==> src/rtl/glitch_trigger_sequencer.sv <==
// Purpose: waits for a synchronised TRIG_IN rising edge, waits DELAY cycles, fires one CUR_WIDTH-cycle glitch pulse, then holds off and steps the width.
// Latency: GLITCH_OUT rises DELAY+2 CLK edges after TRIG_IN is first captured; all outputs are registered.
// Backpressure: none; triggers outside WAIT_TRIG are dropped. Build option GLITCH_AUTO_REARM_EN re-arms straight from HOLDOFF.
module glitch_trigger_sequencer #(
    parameter int CNT_W      = 32,
    parameter int DELAY      = 100,
    parameter int WIDTH_MIN  = 5,
    parameter int WIDTH_MAX  = 40,
    parameter int WIDTH_STEP = 1,
    parameter int HOLDOFF    = 16000000
) (
    input  logic             CLK,
    input  logic             RESET_N,
    input  logic             ARM,
    input  logic             TRIG_IN,
    output logic             GLITCH_OUT,
    output logic             BUSY,
    output logic             FIRED,
    output logic             WRAPPED,
    output logic [CNT_W-1:0] CUR_WIDTH,
    output logic [15:0]      ATTEMPTS
);

    typedef enum logic [2:0] {
        ST_IDLE,
        ST_WAIT_TRIG,
        ST_DELAY,
        ST_PULSE,
        ST_HOLDOFF
    } state_t;

    // Terminal counts; guarded so that DELAY=0 / HOLDOFF=1 never underflow.
    localparam logic [CNT_W-1:0] DELAY_LAST = CNT_W'((DELAY > 0) ? DELAY - 1 : 0);
    localparam logic [CNT_W-1:0] HOLD_LAST  = CNT_W'((HOLDOFF > 0) ? HOLDOFF - 1 : 0);
    localparam logic [CNT_W-1:0] HOLD_PRE   = CNT_W'((HOLDOFF > 1) ? HOLDOFF - 2 : 0);
    localparam logic [CNT_W-1:0] W_MIN      = CNT_W'(WIDTH_MIN);
    localparam logic [CNT_W:0]   W_MAX_X    = (CNT_W+1)'(WIDTH_MAX);
    localparam logic [CNT_W:0]   W_STEP_X   = (CNT_W+1)'(WIDTH_STEP);

    state_t           state;
    logic [CNT_W-1:0] cnt;
    logic             s1, s2, s3;
    logic             trig_edge;
    logic             arm_ok;
    logic             delay_last;
    logic             pulse_last;
    logic             hold_last;
    logic [CNT_W:0]   width_next;
    logic             width_wrap;

    // s1 may go metastable on the asynchronous TRIG_IN; s2 is the first trusted copy, s3 delays it for edge detection.
    always_ff @(posedge CLK or negedge RESET_N) begin
        if (!RESET_N) begin
            s1 <= 1'b0;
            s2 <= 1'b0;
            s3 <= 1'b0;
        end else begin
            s1 <= TRIG_IN;
            s2 <= s1;
            s3 <= s2;
        end
    end

    assign trig_edge  = s2 & ~s3;
    assign delay_last = (cnt == DELAY_LAST);
    assign pulse_last = (cnt == (CUR_WIDTH - CNT_W'(1)));
    assign hold_last  = (cnt == HOLD_LAST);

    // One extra bit so a sweep near the top of the counter range cannot wrap silently.
    assign width_next = {1'b0, CUR_WIDTH} + W_STEP_X;
    assign width_wrap = (width_next > W_MAX_X);

`ifdef GLITCH_AUTO_REARM_EN
    assign arm_ok = ARM;
`else
    logic need_low;

    // After an attempt the host must drop ARM for a cycle before IDLE accepts another arm level.
    always_ff @(posedge CLK or negedge RESET_N) begin
        if (!RESET_N) begin
            need_low <= 1'b0;
        end else if (!ARM) begin
            need_low <= 1'b0;
        end else if (state == ST_HOLDOFF && hold_last) begin
            need_low <= 1'b1;
        end
    end

    assign arm_ok = ARM & ~need_low;
`endif

    // Sequencer: state, shared cycle counter, width sweep and all registered outputs.
    always_ff @(posedge CLK or negedge RESET_N) begin
        if (!RESET_N) begin
            state      <= ST_IDLE;
            cnt        <= '0;
            GLITCH_OUT <= 1'b0;
            BUSY       <= 1'b0;
            FIRED      <= 1'b0;
            WRAPPED    <= 1'b0;
            CUR_WIDTH  <= W_MIN;
            ATTEMPTS   <= '0;
        end else begin
            FIRED   <= 1'b0;
            WRAPPED <= 1'b0;
            case (state)
                ST_IDLE: begin
                    if (arm_ok) begin
                        state <= ST_WAIT_TRIG;
                    end
                end
                ST_WAIT_TRIG: begin
                    // ARM has priority over a coincident trigger edge.
                    if (!ARM) begin
                        state <= ST_IDLE;
                    end else if (trig_edge) begin
                        cnt  <= '0;
                        BUSY <= 1'b1;
                        if (DELAY == 0) begin
                            state      <= ST_PULSE;
                            GLITCH_OUT <= 1'b1;
                        end else begin
                            state <= ST_DELAY;
                        end
                    end
                end
                ST_DELAY: begin
                    if (!ARM) begin
                        state <= ST_IDLE;
                        BUSY  <= 1'b0;
                    end else if (delay_last) begin
                        state      <= ST_PULSE;
                        cnt        <= '0;
                        GLITCH_OUT <= 1'b1;
                    end else begin
                        cnt <= cnt + CNT_W'(1);
                    end
                end
                ST_PULSE: begin
                    // ARM and further triggers are ignored: a started pulse always completes.
                    if (pulse_last) begin
                        state      <= ST_HOLDOFF;
                        cnt        <= '0;
                        GLITCH_OUT <= 1'b0;
                        FIRED      <= (HOLDOFF == 1);
                        ATTEMPTS   <= ATTEMPTS + 16'd1;
                        if (width_wrap) begin
                            CUR_WIDTH <= W_MIN;
                            WRAPPED   <= 1'b1;
                        end else begin
                            CUR_WIDTH <= width_next[CNT_W-1:0];
                        end
                    end else begin
                        cnt <= cnt + CNT_W'(1);
                    end
                end
                ST_HOLDOFF: begin
                    if (hold_last) begin
                        BUSY <= 1'b0;
`ifdef GLITCH_AUTO_REARM_EN
                        state <= ARM ? ST_WAIT_TRIG : ST_IDLE;
`else
                        state <= ST_IDLE;
`endif
                    end else begin
                        cnt   <= cnt + CNT_W'(1);
                        FIRED <= (cnt == HOLD_PRE);
                    end
                end
                default: begin
                    state <= ST_IDLE;
                    BUSY  <= 1'b0;
                end
            endcase
        end
    end

endmodule

==> config.mk <==
export PLATFORM = sky130hd
export DESIGN_NAME = glitch_trigger_sequencer
export DESIGN_NICKNAME = d
export VERILOG_FILES = /design/src/rtl/glitch_trigger_sequencer.sv
export SDC_FILE = /design/constraint.sdc
export NUM_CORES = 1
export LEC_CHECK = 0
export CELL_PAD_IN_SITES_DETAIL_PLACEMENT = 0
export CELL_PAD_IN_SITES_GLOBAL_PLACEMENT = 1
export CORE_AREA = 8 8 169 171
export CTS_BUF_LIST = sky130_fd_sc_hd__clkbuf_8
export CTS_CLUSTER_SIZE = 25
export DETAILED_ROUTE_END_ITERATION = 8
export DIE_AREA = 0 0 177 179
export PLACE_DENSITY_LB_ADDON = 0.25
export SLEW_MARGIN = 20
export SYNTH_ARGS = -nofsm -noshare
export SYNTH_HDL_FRONTEND = slang
export SYNTH_SLANG_ARGS = --single-unit
==> constraint.sdc <==
create_clock -name CLK -period 11.25 [get_ports CLK]
set_input_delay 1.6875 -clock CLK [delete_from_list [all_inputs] [get_ports CLK]]
set_output_delay 1.6875 -clock CLK [all_outputs]
set_load 0.01 [all_outputs]
run_1/clocks.png
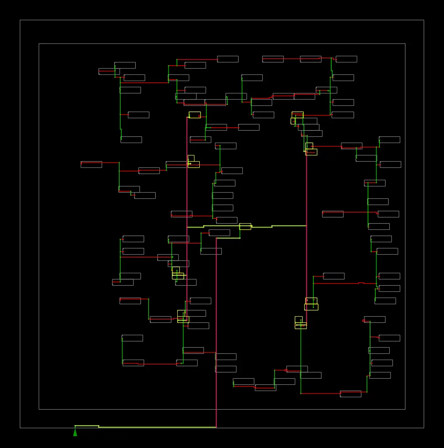
Worst Skew: 0.01671 ns
CTS Buf Count: 9

run_1/sizes.png
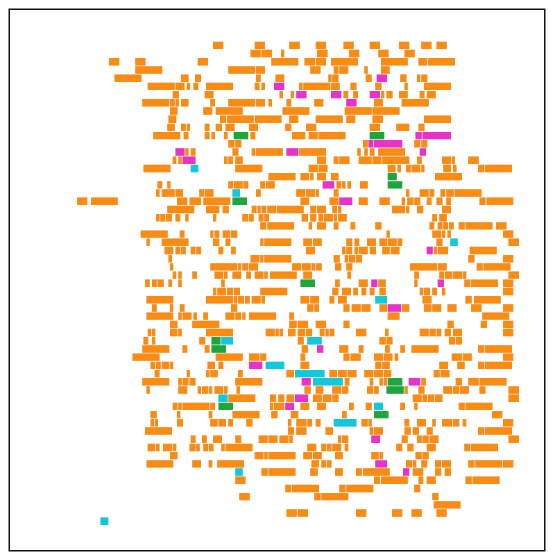
Key: magenta = _2 cells [cells 29, share 3.8%]; green = _6 and larger [cells 12, share 1.6%, most used clkbuf_8]; orange = _0 and _1 cells [cells 700, share 93%, most used dfrtp_1]; cyan = _3 and _4 cells [cells 14, share 1.9%, most used buf_4]
Non-clk bufs: 58
fin area: 0.007317 mm2
Layout area overhead: 14.60%
crit path setup slack, layout: 6.473 ns

==> results.py, run 1 <==
# Synthesis and PnR figures
metrics = {
    "setup_path": {
        "crit_family": "simple AND/OR/NAND/NOR gates",
        "r2r_slack_ns": 6.47,
        "cp.arrival_ns": 5.10,
        "worstPathRequired_ns": 11.57,
        "reg2reg_depth": 11,
        "cpPeakStageDelay_ns": 0.61,
    },
    "sta": {
        "rsz0062_at_grt": "false",
        "post-route-min-period_ns": 4.777,
        "hold_ws_ns": 0.3590,
        "final_max_slew_viol_count": 0,
    },
    "power_and_ir_drop": {
        "seqPwrFrac_pct": 49.7,
        "pwr-share-clk_pct": 31.0,
        "ir_worst_vdd_mv": 0.05961,
        "p_int_w": 0.0004592,
        "comb-power_w": 0.000138,
    },
    "grt": {
        "gr-usage-met3_pct": 1.474,
        "grt_pass1_wl_mm": 31.46,
        "busiest_layer": "met2",
        "grt_util_all_layers_pct": 12.53,
        "grt-ovfl-total": 0,
    },
    "synth": {
        "area_leaders": "dfrtp_1 35%, xnor2_1 5.2%, xor2_1 4.8%",
        "synthAoiAreaFrac_pct": 14.44,
        "synthArstFlopShare_pct": 100.0,
        "mux_share_pct": 1.803,
        "syn_inst": 741,
        "flop_cell": "dfrtp_1",
        "synthDistinctLibCells": 74,
    },
    "drt": {
        "num_vias": 5470,
        "via_per_inst": 5.018,
        "drc": 0,
        "met2WireLength_mm": 9.042,
        "topRoutingLayerUsed": "met4",
    },
    "hold_path": {
        "min_path_type": "reg -> reg",
    },
    "die": {
        "initCoreUtil_pct": 24.78,
        "ios": 56,
        "taps": 335,
        "die_y_um": 179,
    },
    "cells_and_area": {
        "buf_share_pct": 7.798,
        "n_antenna_cell": 0,
        "final_cell_mix": "89 x dfrtp_1, 54 x nor2_1, 54 x clkdlybuf4s50_1",
        "nets": 760,
        "sh_comb_area_pct": 51.98,
    },
    "outcome": {
        "status": "finished clean",
    },
    "place": {
        "dpl_cell_area_mm2": 0.007129,
        "dp_cells": 1074,
        "portBuffers": 55,
        "dp.final_hpwl_mm": 13.90,
    },
    "clocking": {
        "clkLatencyLatePin_ns": 0.39,
        "cts_tree": "built",
    },
}
run_1/placement_by_type.png
Bar = 50 um. Fill, decap, tap and diode cells in gray.
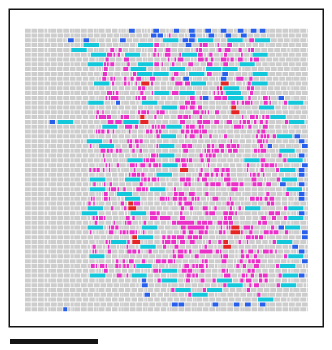
Key: red = clock drivers and dummy loads [cells 16]; blue = remaining buffers and delay cells [cells 58]; magenta = combinational and other logic [cells 590]; cyan = sequential cells [cells 91]
core box area: 0.02576 mm2
Util after Layout: 28.40%
fraction of area in registers: 31.16%
row count: 59

run_1/layer_met2.png
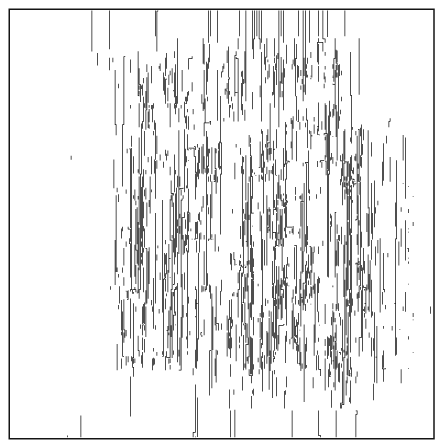
The layer holds 47% of the routed length. 579 nets have wire on it. The longest straight run is 66.2 um. The wires run mostly vertical.

--- run 2 (diff from run 1) ---
==> constraint.sdc (replaced) <==
create_clock -name CLK -period 4.5 [get_ports CLK]
set_input_delay 0.675 -clock CLK [delete_from_list [all_inputs] [get_ports CLK]]
set_output_delay 0.675 -clock CLK [all_outputs]
set_load 0.01 [all_outputs]
run_2/sizes.png
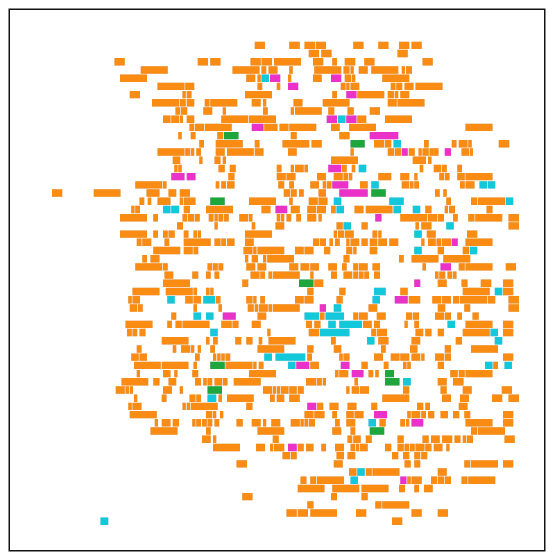
Key: cyan = _3 and _4 cells [cells 49, share 6.2%, most used buf_4]; orange = _0 and _1 cells [cells 698, share 89%, most used dfrtp_1]; green = _6 and larger [cells 10, share 1.3%, most used clkbuf_8]; magenta = _2 cells [cells 31, share 3.9%]
crit path setup slack, layout: 0.2229 ns
Non-clk bufs: 91

==> run 2 against run 1 <==
Effect of this change:
- synthesized area unchanged
- non-clock buffer count up 33
- setup slack worse by 6.3 ns
- sequential share of layout area fell by 1.0 points
==> results.py, run 2 <==
# Synthesis and PnR figures
metrics = {
    "grt": {
        "busiest_layer": "met2",
        "grt_util_all_layers_pct": 13.24,
        "gr-usage-met3_pct": 1.453,
        "grt_pass1_wl_mm": 32.93,
    },
    "synth": {
        "synthDistinctLibCells": 74,
        "flop_cell": "dfrtp_1",
        "synthArstFlopShare_pct": 100.0,
        "area_leaders": "dfrtp_1 35%, xnor2_1 5.2%, xor2_1 4.8%",
    },
    "place": {
        "portBuffers": 55,
        "dpl_cell_area_mm2": 0.007370,
    },
    "cells_and_area": {
        "seq_share_pct": 30.13,
        "final_cell_mix": "89 x dfrtp_1, 54 x nor2_1, 54 x clkdlybuf4s50_1",
        "sh_comb_area_pct": 50.55,
    },
    "sta": {
        "final_max_slew_viol_count": 0,
        "post-route-min-period_ns": 4.277,
        "skew_ns": 0.01517,
        "hold_ws_ns": 0.3561,
    },
    "clocking": {
        "cts_tree": "built",
    },
    "die": {
        "core_area_mm2": 0.02576,
        "die_y_um": 179,
        "initCoreUtil_pct": 24.78,
    },
    "setup_path": {
        "worstPathRequired_ns": 4.76,
        "r2r_slack_ns": 0.22,
    },
    "drt": {
        "topRoutingLayerUsed": "met4",
        "num_vias": 5693,
        "met2WireLength_mm": 9.765,
        "drc": 0,
    },
    "outcome": {
        "status": "finished clean",
    },
    "power_and_ir_drop": {
        "p_int_w": 0.001165,
    },
}
--- run 3 (diff from run 2) ---
--- a/config.mk
+++ b/config.mk
@@ -7,11 +7,11 @@
 export LEC_CHECK = 0
 export CELL_PAD_IN_SITES_DETAIL_PLACEMENT = 0
 export CELL_PAD_IN_SITES_GLOBAL_PLACEMENT = 1
-export CORE_AREA = 8 8 169 171
+export CORE_AREA = 8 8 145 201
 export CTS_BUF_LIST = sky130_fd_sc_hd__clkbuf_8
 export CTS_CLUSTER_SIZE = 25
 export DETAILED_ROUTE_END_ITERATION = 8
-export DIE_AREA = 0 0 177 179
+export DIE_AREA = 0 0 153 209
 export PLACE_DENSITY_LB_ADDON = 0.25
 export SLEW_MARGIN = 20
 export SYNTH_ARGS = -nofsm -noshare
run_3/layer_met2.png
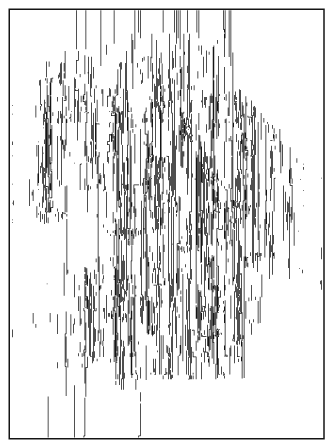
The layer holds 51% of the routed length. 652 nets have wire on it.

==> run 3 against run 2 <==
Effect of this change:
- die size increased by 0.93%
- critical path depth fell by 1
- setup slack better by 0.010 ns
- clock skew down 0.0024 ns
- synthesized cell count is the same
- clock-buffer cell count rose by 3
- flip-flop count unchanged
- clock power up 6.1%
- sequential share of layout area hardly changed
- power rose by 2.5%
- maximum frequency increased by 0.24%
- final cell count shrank 0.80%
- critical endpoint is now ATTEMPTS[7]$_DFFE_PN0P_
- largest cell class unchanged
==> results.py, run 3 <==
# Synthesis and PnR figures
metrics = {
    "grt": {
        "grt-ovfl-total": 0,
    },
    "synth": {
        "area_leaders": "dfrtp_1 35%, xnor2_1 5.2%, xor2_1 4.8%",
        "flop_cell": "dfrtp_1",
        "synthAoiAreaFrac_pct": 14.44,
        "syn_inst": 741,
    },
    "place": {
        "dpl_cell_area_mm2": 0.007378,
        "portBuffers": 55,
    },
    "hold_path": {
        "min_path_type": "in -> async",
    },
    "clocking": {
        "cts_tree": "built",
        "clkLatencyLatePin_ns": 0.39,
    },
    "cells_and_area": {
        "design_area_mm2": 0.007562,
        "n_all_buffers": 93,
        "seq_share_pct": 30.15,
        "n_antenna_cell": 0,
        "synthToLayoutAreaGrowth_pct": 18.44,
        "buf_share_pct": 11.02,
    },
    "sta": {
        "finalWorstSetupSlack_ns": 0.2330,
        "hold_ws_ns": 0.3285,
        "rsz0062_at_grt": "false",
        "final_max_slew_viol_count": 0,
        "post-route-min-period_ns": 4.267,
    },
    "outcome": {
        "status": "finished clean",
    },
    "die": {
        "rows": 70,
        "core_area_mm2": 0.02601,
    },
    "drt": {
        "via_per_inst": 5.162,
    },
    "power_and_ir_drop": {
        "pwr-share-clk_pct": 30.2,
        "seqPwrFrac_pct": 48.6,
    },
    "setup_path": {
        "crit_family": "simple AND/OR/NAND/NOR gates",
        "worstPathRequired_ns": 4.81,
        "reg2reg_depth": 12,
    },
}
Power is estimated from default activity; no workload was simulated.
